`src/rtl/param_register_file_pkg.sv`:
```
// Shared definitions for the parametrised register file: sweep FSM state
// encoding and the default geometry used by the CPU datapath.
package param_register_file_pkg;

    typedef enum logic {
        RF_ST_CLEAR = 1'b0,
        RF_ST_RUN   = 1'b1
    } rf_state_e;

    localparam int RF_DATA_W_DEFAULT = 16;
    localparam int RF_ADDR_W_DEFAULT = 2;

endpackage

```
`src/rtl/param_register_file_clear_seq.sv`:
```
// Reset clear sequencer: after reset, zeroes one entry per cycle and raises
// ready once the final entry has been cleared.
module rf_clear_seq
    import param_register_file_pkg::*;
#(
    parameter int ADDR_W = RF_ADDR_W_DEFAULT
) (
    input  logic              clk_i,
    input  logic              rst_i,
    output logic              clr_we_o,
    output logic [ADDR_W-1:0] clr_addr_o,
    output logic              ready_o
);

    localparam logic [ADDR_W-1:0] IDX_LAST = {ADDR_W{1'b1}};
    localparam logic [ADDR_W-1:0] IDX_ONE  = ADDR_W'(1);

    rf_state_e         state_q, state_d;
    logic [ADDR_W-1:0] idx_q, idx_d;

    // State and sweep index registers.
    always_ff @(posedge clk_i) begin
        if (rst_i) begin
            state_q <= RF_ST_CLEAR;
            idx_q   <= {ADDR_W{1'b0}};
        end else begin
            state_q <= state_d;
            idx_q   <= idx_d;
        end
    end

    // Next-state: advance through every entry, then settle in RUN.
    always_comb begin
        state_d = state_q;
        idx_d   = idx_q;
        case (state_q)
            RF_ST_CLEAR: begin
                idx_d = idx_q + IDX_ONE;
                if (idx_q == IDX_LAST) begin
                    state_d = RF_ST_RUN;
                end else begin
                    state_d = RF_ST_CLEAR;
                end
            end
            RF_ST_RUN: begin
                state_d = RF_ST_RUN;
            end
            default: begin
                state_d = RF_ST_CLEAR;
                idx_d   = {ADDR_W{1'b0}};
            end
        endcase
    end

    // Outputs: the array is left untouched on the reset edge itself.
    always_comb begin
        clr_we_o   = (state_q == RF_ST_CLEAR) && !rst_i;
        clr_addr_o = idx_q;
        ready_o    = (state_q == RF_ST_RUN);
    end

endmodule

```
`src/rtl/param_register_file.sv`:
```
// Multi-port register file with synchronous write-first reads, a post-reset
// clear sweep gating writes, and an optional hardwired-zero entry 0.
module param_register_file
    import param_register_file_pkg::*;
#(
    parameter int DATA_W   = RF_DATA_W_DEFAULT,
    parameter int ADDR_W   = RF_ADDR_W_DEFAULT,
    parameter int NUM_RD   = 2,
    parameter int ZERO_REG = 0
) (
    input  logic                            clk,
    input  logic                            rst,
    input  logic                            we,
    input  logic [ADDR_W-1:0]               waddr,
    input  logic [DATA_W-1:0]               wdata,
    input  logic [NUM_RD*ADDR_W-1:0]        raddr,
    output logic signed [NUM_RD*DATA_W-1:0] rdata,
    output logic                            ready,
    output logic                            wr_drop
);

    localparam int DEPTH = 1 << ADDR_W;

    logic [DATA_W-1:0] mem_q [DEPTH];
    logic              clr_we_s;
    logic [ADDR_W-1:0] clr_addr_s;
    logic              ready_s;
    logic              wr_acc_s;
    logic              wr_drop_q;

    rf_clear_seq #(
        .ADDR_W (ADDR_W)
    ) u_clear_seq (
        .clk_i      (clk),
        .rst_i      (rst),
        .clr_we_o   (clr_we_s),
        .clr_addr_o (clr_addr_s),
        .ready_o    (ready_s)
    );

    // A user write lands only in RUN and never on a hardwired-zero entry.
    always_comb begin
        if (rst || !ready_s || !we) begin
            wr_acc_s = 1'b0;
        end else if ((ZERO_REG != 0) && (waddr == {ADDR_W{1'b0}})) begin
            wr_acc_s = 1'b0;
        end else begin
            wr_acc_s = 1'b1;
        end
    end

    // Storage write mux: the sweep owns the port until ready.
    always_ff @(posedge clk) begin
        if (clr_we_s) begin
            mem_q[clr_addr_s] <= {DATA_W{1'b0}};
        end else if (wr_acc_s) begin
            mem_q[waddr] <= wdata;
        end
    end

    // Flag writes attempted while the sweep is still running.
    always_ff @(posedge clk) begin
        if (rst) begin
            wr_drop_q <= 1'b0;
        end else begin
            wr_drop_q <= we && !ready_s;
        end
    end

    genvar p;
    generate
        for (p = 0; p < NUM_RD; p++) begin : g_rd
            logic [ADDR_W-1:0] ra_s;
            logic [DATA_W-1:0] rd_q;

            assign ra_s = raddr[p*ADDR_W +: ADDR_W];

            // Registered read with write-first bypass; zeros until ready.
            always_ff @(posedge clk) begin
                if (rst || !ready_s) begin
                    rd_q <= {DATA_W{1'b0}};
                end else if ((ZERO_REG != 0) && (ra_s == {ADDR_W{1'b0}})) begin
                    rd_q <= {DATA_W{1'b0}};
                end else if (wr_acc_s && (waddr == ra_s)) begin
                    rd_q <= wdata;
                end else begin
                    rd_q <= mem_q[ra_s];
                end
            end

            assign rdata[p*DATA_W +: DATA_W] = rd_q;
        end
    endgenerate

    assign ready   = ready_s;
    assign wr_drop = wr_drop_q;

endmodule

```
`config.mk`:
```
export PLATFORM = sky130hd
export DESIGN_NAME = param_register_file
export DESIGN_NICKNAME = d
export VERILOG_FILES = /design/src/rtl/param_register_file_pkg.sv /design/src/rtl/param_register_file_clear_seq.sv /design/src/rtl/param_register_file.sv
export SDC_FILE = /design/constraint.sdc
export NUM_CORES = 1
export LEC_CHECK = 0
export CAP_MARGIN = 10
export CORE_ASPECT_RATIO = 0.7
export CORE_MARGIN = 4
export CORE_UTILIZATION = 46
export DETAILED_ROUTE_END_ITERATION = 10
export PLACE_DENSITY = 0.81
export SYNTH_ARGS = -nofsm -noshare
export SYNTH_HDL_FRONTEND = slang
export SYNTH_SLANG_ARGS = --single-unit
```
`constraint.sdc`:
```
create_clock -name clk -period 2.9 [get_ports clk]
set_clock_uncertainty 0.15 [all_clocks]
set_input_delay 0.29 -clock clk [delete_from_list [all_inputs] [get_ports clk]]
set_output_delay 0.29 -clock clk [all_outputs]
set_load 0.005 [all_outputs]
```
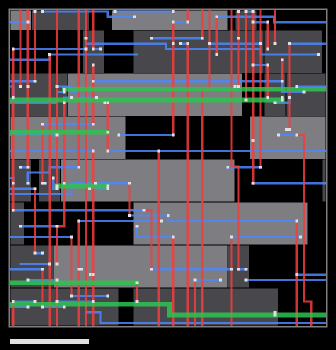
(run_1/zoom.png)
The bar under the picture is 5 microns long. Window x 52 to 72, y 52 to 72 microns. Cells in grey, sequential cells in the stronger grey; small squares are vias.
Key: red = met2; blue = met1; green = met3
Most frequent: edfxtp_1 (5), nand2_1 (4), mux2i_1 (3). Sequential cells in the window: 5. 16 logic cells have their middle in the window. Netlist names of flops here include `mem_q` (5).

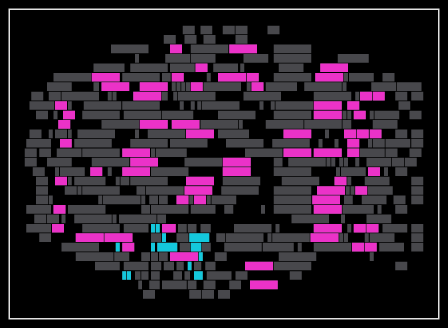
(run_1/gate_families.png)
Key: magenta = multiplexers [cells 67, most used mux2i_1]; cyan = NOR gates [cells 13, most used nor2_1]

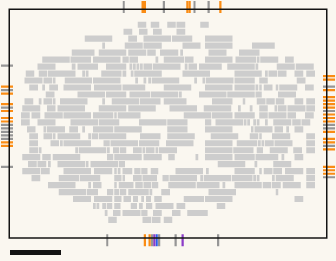
(run_1/pins.png)
The bar under the picture is 20 microns long. Pins as bars across the die edge, other pins in grey.
Key: purple = `waddr` [pins 2, direction input, edge bottom]; orange = `rdata` [pins 32, direction output, edge 17 right, 8 left, 5 top, 2 bottom]; blue = `ready` [pins 1, direction output, edge bottom]
All pins by edge: 23 right, 17 left, 10 bottom, 9 top.

==> results.ini, run 1 <==
[status]
status=finished, final reports clean

[worst_setup_path]
end_kind=flop
crit_path_top_delay_cell=dfxtp_1
worst_r2r_endpoint=mem_q[0][1]
cp_cell_sequence=and3b_1 > buf_4 > mux2_2 > nor2_1 > buf_4
crit_start=u_clear_seq.ready_o
required_ns=2.77

[sta]
slew_headroom=0.606

[synth]
ys_cells=280
flop_cell=edfxtp_1
top_logic_kind=multiplexers
async_flop_share=0

[cells_and_area]
nNonClkBuffers=74
postLayoutCoreUtil=0.589
layout.cells.non_filler=476
inv_count=16
clockBufferCount=11
ff_count=100

[global_routing]
grt_pass1_wl_microns=14500
grt-busiest-layer=met2
grt_util_met1=0.245
grtUsageMet2=0.292

[clocking]
post_cts_buffers=0

[die]
taps=124

[drt]
wl_met3_microns=764

[power_and_ir_drop]
clk-power_w=0.00115
top_power_group=sequential cells

[place]
hpwl_microns=6190

[run]
warning_count=26

-- run 1: how the worst min path moves through the flow --
stage | start | to | slack (ns)
finish | u_clear_seq.clr_addr_o[0] | u_clear_seq.clr_addr_o[0] | 0.40
global route | wdata[13] | g_rd[0].rd_q[13] | 0.45
CTS | wdata[9] | g_rd[1].rd_q[9] | 0.41
detailed placement | u_clear_seq.clr_addr_o[0] | u_clear_seq.clr_addr_o[0] | 0.40
global placement | u_clear_seq.clr_addr_o[0] | u_clear_seq.clr_addr_o[0] | 0.39
floorplan | we | wr_drop | 0.31
-- run 1: flip-flops by register name (all words and copies together) (netlist names) --
name / cells
mem_q: 64
g_rd.rd_q: 32
u_clear_seq.clr_addr_o: 2
wr_drop: 1
u_clear_seq.ready_o: 1
--- run 2 (diff from run 1) ---
Settings changed: PLACE_DENSITY 0.81 to 0.84.
Clock period 2.9 ns to 2.2 ns, I/O delays scaled along.
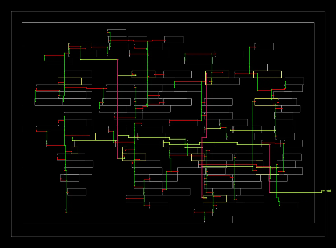
(run_2/final_clocks.png)
CTS sink count: 100
CTS buffer count: 9
P_clk: 0.00164 W

==> results.ini, run 2 <==
[status]
status=finished, final reports clean

[worst_setup_path]
crit_start=rst
cp_cell_sequence=clkdlybuf4s50_1 > and3b_1 > mux2i_4 > xnor2_1 > nor3_4 > buf_4 > mux2i_1
end_kind=flop
required_ns=2.31  ; -0.46 ns
crit_path_top_delay_cell=clkdlybuf4s50_1
worst_r2r_endpoint=g_rd[1].rd_q[13]

[synth]
async_flop_share=0  ; unchanged
ys_cells=280  ; unchanged
top_logic_kind=multiplexers
flop_cell=edfxtp_1

[cells_and_area]
inv_count=16  ; unchanged
nNonClkBuffers=85  ; +15%
largest_reg_flops=64  ; unchanged
largest-register=mem_q
postLayoutCoreUtil=0.605  ; +0.0157
ff_count=100  ; unchanged

[global_routing]
grt_util_met1=0.230  ; -0.0149
grt_pass1_wl_microns=14400  ; -0.90%

[sta]
slew_headroom=0.753  ; +0.147

[clocking]
post_cts_buffers=0  ; unchanged

[hold_path]
hold_path_startpoint=wdata[0]

[power_and_ir_drop]
top_power_group=sequential cells

[place]
hpwl_microns=6470  ; +4.4%

[run]
warning_count=27  ; +3.8%

[run 2: metrics by stage]
| step | setup slack, ns | cells | hold WS (ns) | total power [W] | area (sq um) |
|---|---|---|---|---|---|
| final | 0.206 | 487 | 0.341 | 0.00436 | 5480 |
| after global routing | 0.0983 | 487 | 0.370 | 0.00453 | 5480 |
| after CTS | 0.205 | 487 | 0.335 | 0.00440 | 5480 |
| after detailed placement | -0.162 | 471 | 0.403 | 0.00276 | 5160 |
| after global placement | -0.0992 | 471 | 0.392 | 0.00274 | 5160 |
| after floorplan | -0.127 | 280 | 0.237 | 0.00253 | 4280 |
[run 2: metal layers]
metal | routed length [microns] | vias up
met2 | 4450 | 81
li1 | - | 1185
met3 | 607 | 11
met1 | 3640 | 1203
met4 | 108 | 0
met5 | 0 | -
--- run 3 (diff from run 2) ---
Settings changed: PLACE_DENSITY 0.84 to 0.81.
Clock period 2.2 ns to 2.1 ns, I/O delays scaled along.
==> results.ini, run 3 <==
[status]
status=finished, final reports clean

[synth]
async_flop_share=0  ; unchanged
ys_cells=280  ; unchanged

[cells_and_area]
design_area_sq_mm=0.00552  ; +0.59%
largest-register=mem_q
postLayoutCoreUtil=0.608  ; +0.00359
layout.cells.non_filler=486  ; -0.21%
largest_reg_flops=64  ; unchanged

[worst_setup_path]
end_kind=flop
required_ns=2.22  ; -0.09 ns
crit_start=u_clear_seq.ready_o
worst_r2r_endpoint=g_rd[0].rd_q[12]

[sta]
slew_headroom=0.633  ; -0.120
setup_slack_ns=0.0927  ; -0.113 ns
whs_ns=0.0910  ; -0.250 ns

[place]
pre_cts_ws_ns=-0.413  ; -0.251 ns
placed_cell_area_sq_mm=0.00520  ; +0.73%

[drt]
met2_length_microns=4160  ; -6.3%

[clocking]
cts.sinks=100  ; unchanged
cts-buffers-inserted=9  ; unchanged

[global_routing]
grt_util_met1=0.232  ; +0.00205

-- run 3: cell count changes in the layout (fill, tap and decap cells not counted), moves of 2 or more --
cell	before	now
inv_6	0	2
buf_4	24	19
inv_8	0	3
nor2_4	0	2
buf_12	3	7
-- run 3: final cells by class --
type                    instances  area, sq um
multi-input cells             146         1500
clock buffers                   9          225
clock inverters                 7         67.6
fillers                       692         3550
repair buffers                 84          866
well taps                     124          155
inverters                      16         60.1
flip-flops and latches        100         2640
-- run 3: where the power goes --
group | switching (W) | total (W) | internal [W]
sequential | 0.0000473 | 0.00225 | 0.00221
combinational | 0.000283 | 0.000627 | 0.000344
clock | 0.000776 | 0.00162 | 0.000839
total | 0.00111 | 0.00450 | 0.00339
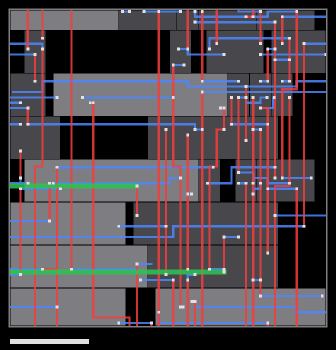
(run_3/zoom.png)
The bar under the picture is 5 microns long. Window x 52 to 72, y 52 to 72 microns. Cells in grey, sequential cells in the stronger grey; small squares are vias.
Key: green = met3; red = met2; blue = met1
19 logic cells have their middle in the window. Most frequent: edfxtp_1 (6), nand2_1 (5), mux2i_1 (3). Sequential cells in the window: 6. Netlist names of flops here include `mem_q` (6).


==> notes/layouts.md <==
Pictures saved along the way, in no particular order.

Wiring heat map.
The die is cut into 25 by 18 equal tiles; white is low, dark blue is high, scaled to the fullest tile. Values are wire area over tile area, all layers added.
Plate I
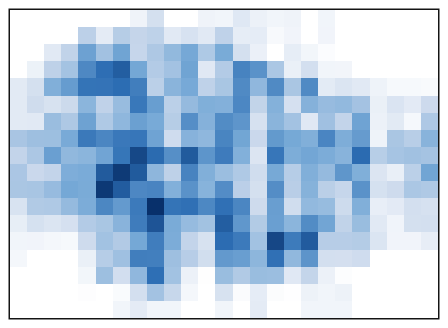
Plate II
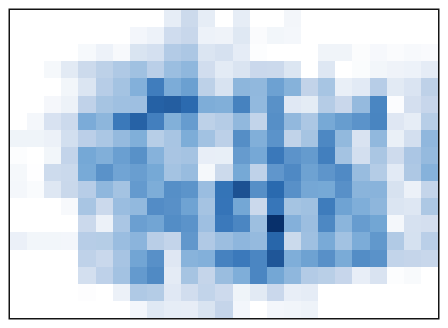
Plate III
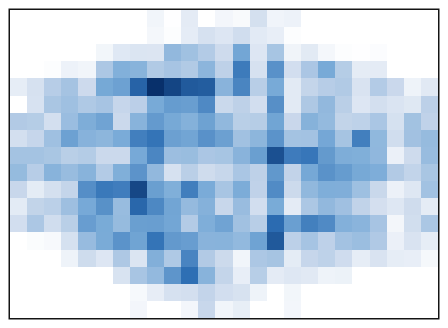
run 3 -> Plate I
run 2 -> Plate II
run 1 -> Plate III

Key to Plate III:
The emptiest ninth of the die: upper right. 23% of the tiles are nearly empty. 17% of the tiles are over half the peak. The fullest tile reaches 0.49. The mean over all tiles is 0.13.

Power and IR drop assume default switching activity.
